Placement by cell class:
Drawn at 4 px/um. Fill, decap, tap and diode cells in gray.
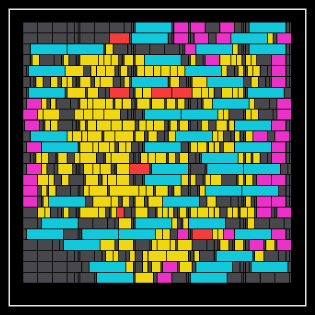
Routed clock nets over the placement:
Drawn at 6 px/um.
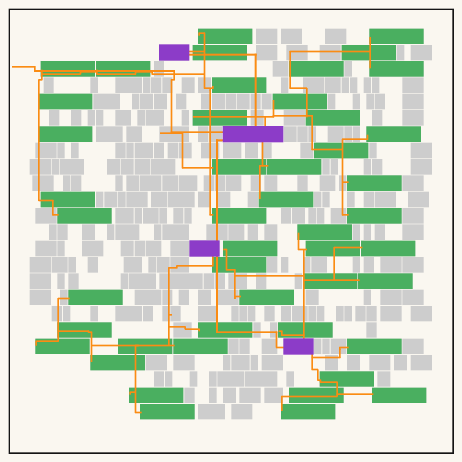
Clock nets:
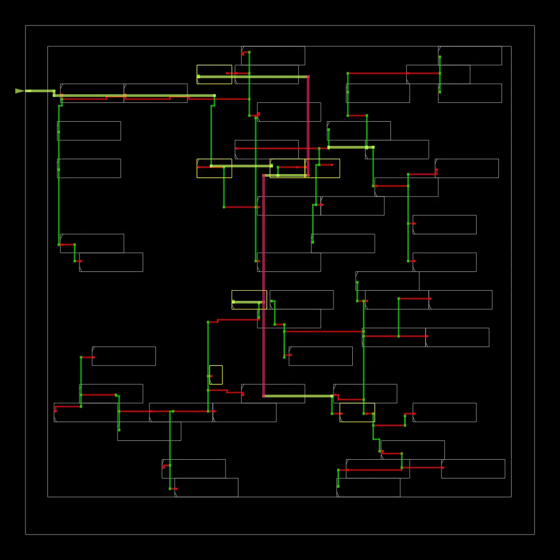
Nets reached from selected ports:
Drawn at 4 px/um.
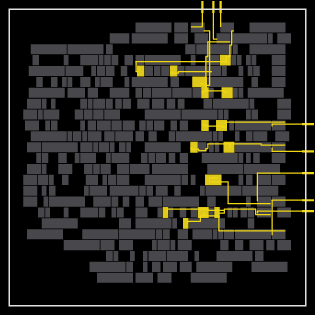
$ cat src/rtl/seq_divider.sv
// Sequential restoring unsigned divider: one quotient bit per clock behind a start/busy/done handshake.
// Working registers load only on an accepted start or while calculating, so the datapath is quiet when idle.
module seq_divider #(
  parameter int WIDTH = 8
) (
  input  logic             clk,
  input  logic             rst,
  input  logic             start,
  input  logic [WIDTH-1:0] dividend,
  input  logic [WIDTH-1:0] divisor,
  output logic             busy,
  output logic             done,
  output logic [WIDTH-1:0] quotient,
  output logic [WIDTH-1:0] remainder,
  output logic             div_by_zero
);

  localparam int CW = $clog2(WIDTH + 1);

  typedef enum logic [1:0] {IDLE, CALC, DONE} state_t;

  state_t           state, state_next;
  logic [WIDTH-1:0] r_reg, q_reg, div_reg;
  logic [CW-1:0]    count;
  logic             accept;
  logic             last_step;
  logic [WIDTH:0]   shifted;
  logic             trial_ok;
  logic [WIDTH-1:0] r_step, q_step;

  always_comb begin
    state_next = state;
    accept     = 1'b0;
    last_step  = 1'b0;
    shifted    = {r_reg, q_reg[WIDTH-1]};
    // The true difference is below divisor whenever it is non-negative, so WIDTH bits hold it.
    trial_ok   = (shifted >= {1'b0, div_reg});
    r_step     = trial_ok ? (shifted[WIDTH-1:0] - div_reg) : shifted[WIDTH-1:0];
    q_step     = {q_reg[WIDTH-2:0], trial_ok};
    case (state)
      IDLE, DONE: begin
        if (start) begin
          accept     = 1'b1;
          state_next = (divisor == '0) ? DONE : CALC;
        end else begin
          state_next = IDLE;
        end
      end
      CALC: begin
        last_step = (count == CW'(1));
        if (last_step) state_next = DONE;
      end
      default: state_next = IDLE;
    endcase
  end

  assign busy = (state == CALC);
  assign done = (state == DONE);

  always_ff @(posedge clk or posedge rst) begin
    if (rst) state <= IDLE;
    else     state <= state_next;
  end

  always_ff @(posedge clk or posedge rst) begin
    if (rst) begin
      r_reg       <= '0;
      q_reg       <= '0;
      div_reg     <= '0;
      count       <= '0;
      quotient    <= '0;
      remainder   <= '0;
      div_by_zero <= 1'b0;
    end else if (accept) begin
      r_reg   <= '0;
      q_reg   <= dividend;
      div_reg <= divisor;
      count   <= CW'(WIDTH);
      // A zero divisor skips the iteration and publishes its result immediately.
      if (divisor == '0) begin
        quotient    <= '1;
        remainder   <= dividend;
        div_by_zero <= 1'b1;
      end
    end else if (state == CALC) begin
      r_reg <= r_step;
      q_reg <= q_step;
      count <= count - CW'(1);
      if (last_step) begin
        quotient    <= q_step;
        remainder   <= r_step;
        div_by_zero <= 1'b0;
      end
    end
  end

endmodule

$ cat config.mk
export PLATFORM = sky130hd
export DESIGN_NAME = seq_divider
export DESIGN_NICKNAME = d
export VERILOG_FILES = /design/src/rtl/seq_divider.sv
export SDC_FILE = /design/constraint.sdc
export NUM_CORES = 1
export LEC_CHECK = 0
export CORE_MARGIN = 3
export CORE_UTILIZATION = 55
export CTS_CLUSTER_SIZE = 24
export DETAILED_ROUTE_END_ITERATION = 6
export HOLD_SLACK_MARGIN = 0.06
export PLACE_DENSITY = 0.86
export SYNTH_ARGS = -nofsm -noshare
export SYNTH_HDL_FRONTEND = slang
export SYNTH_SLANG_ARGS = --single-unit
$ cat constraint.sdc
create_clock -name clk -period 4.24 [get_ports clk]
set_input_delay 0.848 -clock clk [delete_from_list [all_inputs] [get_ports clk]]
set_output_delay 0.848 -clock clk [all_outputs]
set_load 0.05 [all_outputs]
==> flow_summary.ini <==
; synthesis and place-and-route metrics
[flow_run]
tool_warnings = 27
maxCapViolCount = 0

[logic_synthesis]
ys_sh_mux_pct = 0.3966
synth-xor-area-share_pct = 1.735
floorplan.nets = 311
yosysUniqueCellTypes = 46
yosysTopAreaCell = dfrtp_1
yosys_cells = 281
top_cells_by_area = dfrtp_1 (47%), nand2_1 (8.0%), o21ai_0 (7.3%)
top_logic_kind = AND-OR/OR-AND gates
ys_sh_simple_pct = 19.83
top_cell_area_share_pct = 46.60
edf_count = 0
ys_seq_share_pct = 46.60
synthArstFlopShare_pct = 100.0
ys_ff = 47
yosysWarningCount = 0
yosys.area_share.aoi_pct = 20.72

[timing]
setup_viol = 0
hold_slack_ns = 0.4964
worst_pin_slew_ns = 1.074
slew_headroom_pct = 28.39
fmax_mhz = 342.3
period_used_pct = 68.89

[place]
placed_cell_area_sq_um = 2913
dp_cells = 356
place_congestion = 0.8447
port-buffer-count = 37
place.detailed.hpwl_um = 4010

[drt]
first_pass_iters = 4
post-route-drc-count = 0
drtIter0Drc = 197
antenna_left = 0
drt_wl_total_um = 5712

[global_routing]
antenna_found_initial = 0
grt_pass1_vias = 2069

[clock_tree]
root_buffer = clkbuf_8
clk_path_buf_depth = 2
post-cts-setup-buffers = 0
cts_hold_buf = 0
htreeDepth = 2
cts_made_buffers = 5

[worst_setup_path]
start_kind = flop
worstReg2RegEnd = r_reg[1]
crit_type = flop to output pin
cp_max_fo = 14
cp.required_ns = 3.39

[hold_path]
min_path_type = flop to flop
hp-start = div_reg[0]
min_to = div_reg[0]

[floorplan]
die_h_um = 73.74
die_width_um = 73.74
core_sq_um = 4384

[finish]
utilization_pct = 68.44
stdcell_count = 363
area_growth_pct = 18.89
fin_area_sq_um = 3000
drive_gt1_share_pct = 4.823
fin_nets = 341

[outcome]
status = completed
Back to the opening pictures, 'placement by cell class':
| color | class | cells |
|---|---|---|
| red | clock drivers and dummy loads | 7 |
| cyan | flops | 47 |
| magenta | other buffers and delay cells | 40 |
| yellow | combinational and other logic | 217 |

Back to the opening pictures, 'routed clock nets over the placement':
[green] flip-flops | count: 47
[purple] clock drivers | count: 5
[orange] clock wires | length: 536 um
flops lie: spread over the die

Back to the opening pictures, 'clock nets':
clk_lat worst skew: 0.30 ns
Clock Skews: 0.009414 ns

Back to the opening pictures, 'nets reached from selected ports':
| color | port | direction | end cells | wire |
|---|---|---|---|---|
| yellow | dividend | input | 16 | 306 um |

## stage by stage
stage          setup WS [ns]
4_1_cts                1.302
2_1_floorplan          1.951
3_3_place_gp           1.166
6_report               1.319
3_5_place_dp           1.092
5_1_grt                1.208
## critical path: stages, from the launching register on
cell and delay [ns]:
dfrtp_1 0.38, nand2b_1 0.40, inv_1 0.17, clkdlybuf4s50_1 0.82
## layout by cell type (no fill, tap or decap), types with 2 or more instances in the layout
cell and instances:
nand2_1 54, dfrtp_1 47, o21ai_0 37, clkdlybuf4s50_1 37, inv_1 14, ha_1 10
nor2_1 9, or3_1 9, nand3_1 9, a31oi_1 8, a22oi_1 6, clkbuf_8 6
nand2b_1 4, xor2_1 4, a21oi_1 4, a31o_1 4, nor4_1 4, nor3_1 4
a21o_1 3, a211oi_1 3, a32o_1 3, buf_4 3, nor2b_1 2, a211o_1 2
## final cells by class
type	count	area [sq um]	share of cell area (%)
inverter	15	56.30	1.877
tap	52	65.06	2.168
multi-input combinational	202	1222	40.74
clock buffer	6	82.58	2.752
timing repair buffer	40	392.9	13.09
clock inverter	1	5.005	0.1668
sequential	47	1176	39.20
## metal layers
| metal | vias to the layer above | share of wire (%) | track usage, % |
|---|---|---|---|
| li1 | 1060 | - | - |
| met1 | 1025 | 45 | 31.69 |
| met2 | 82 | 46 | 35.83 |
| met5 | - | 0 | 0 |
| met4 | 0 | 0.81 | 5.433 |
| met3 | 5 | 8.1 | 5.198 |
## logic make-up after synthesis
family | after synthesis
AND-OR/OR-AND | 81
buffers and inverters | 32
flip-flops | 47
XOR/XNOR | 5
multiplexers | 1
AND/OR/NAND/NOR | 104
adder cells (fa/ha/maj) | 11
## cell usage after synthesis, drive strengths merged, types with 5 or more instances
cell / count
a22oi: 6
a31oi: 8
clkbuf: 13
dfrtp: 47
ha: 10
inv: 15
nand2: 54
nand3: 9
nor2: 9
nor3: 5
o21ai: 38
or3: 9
## how the worst max path moves through the flow
stage          startpoint      endpoint  slack [ns]  cells past startpoint
6_report         state[1]          busy        1.32                      3
5_1_grt        divisor[0]  remainder[5]        1.21                      6
4_1_cts          state[1]          busy        1.30                      3
3_5_place_dp   divisor[4]  remainder[5]        1.09                      6
3_3_place_gp   divisor[4]  remainder[5]        1.17                      6
2_1_floorplan  divisor[4]  remainder[0]        1.95                      6
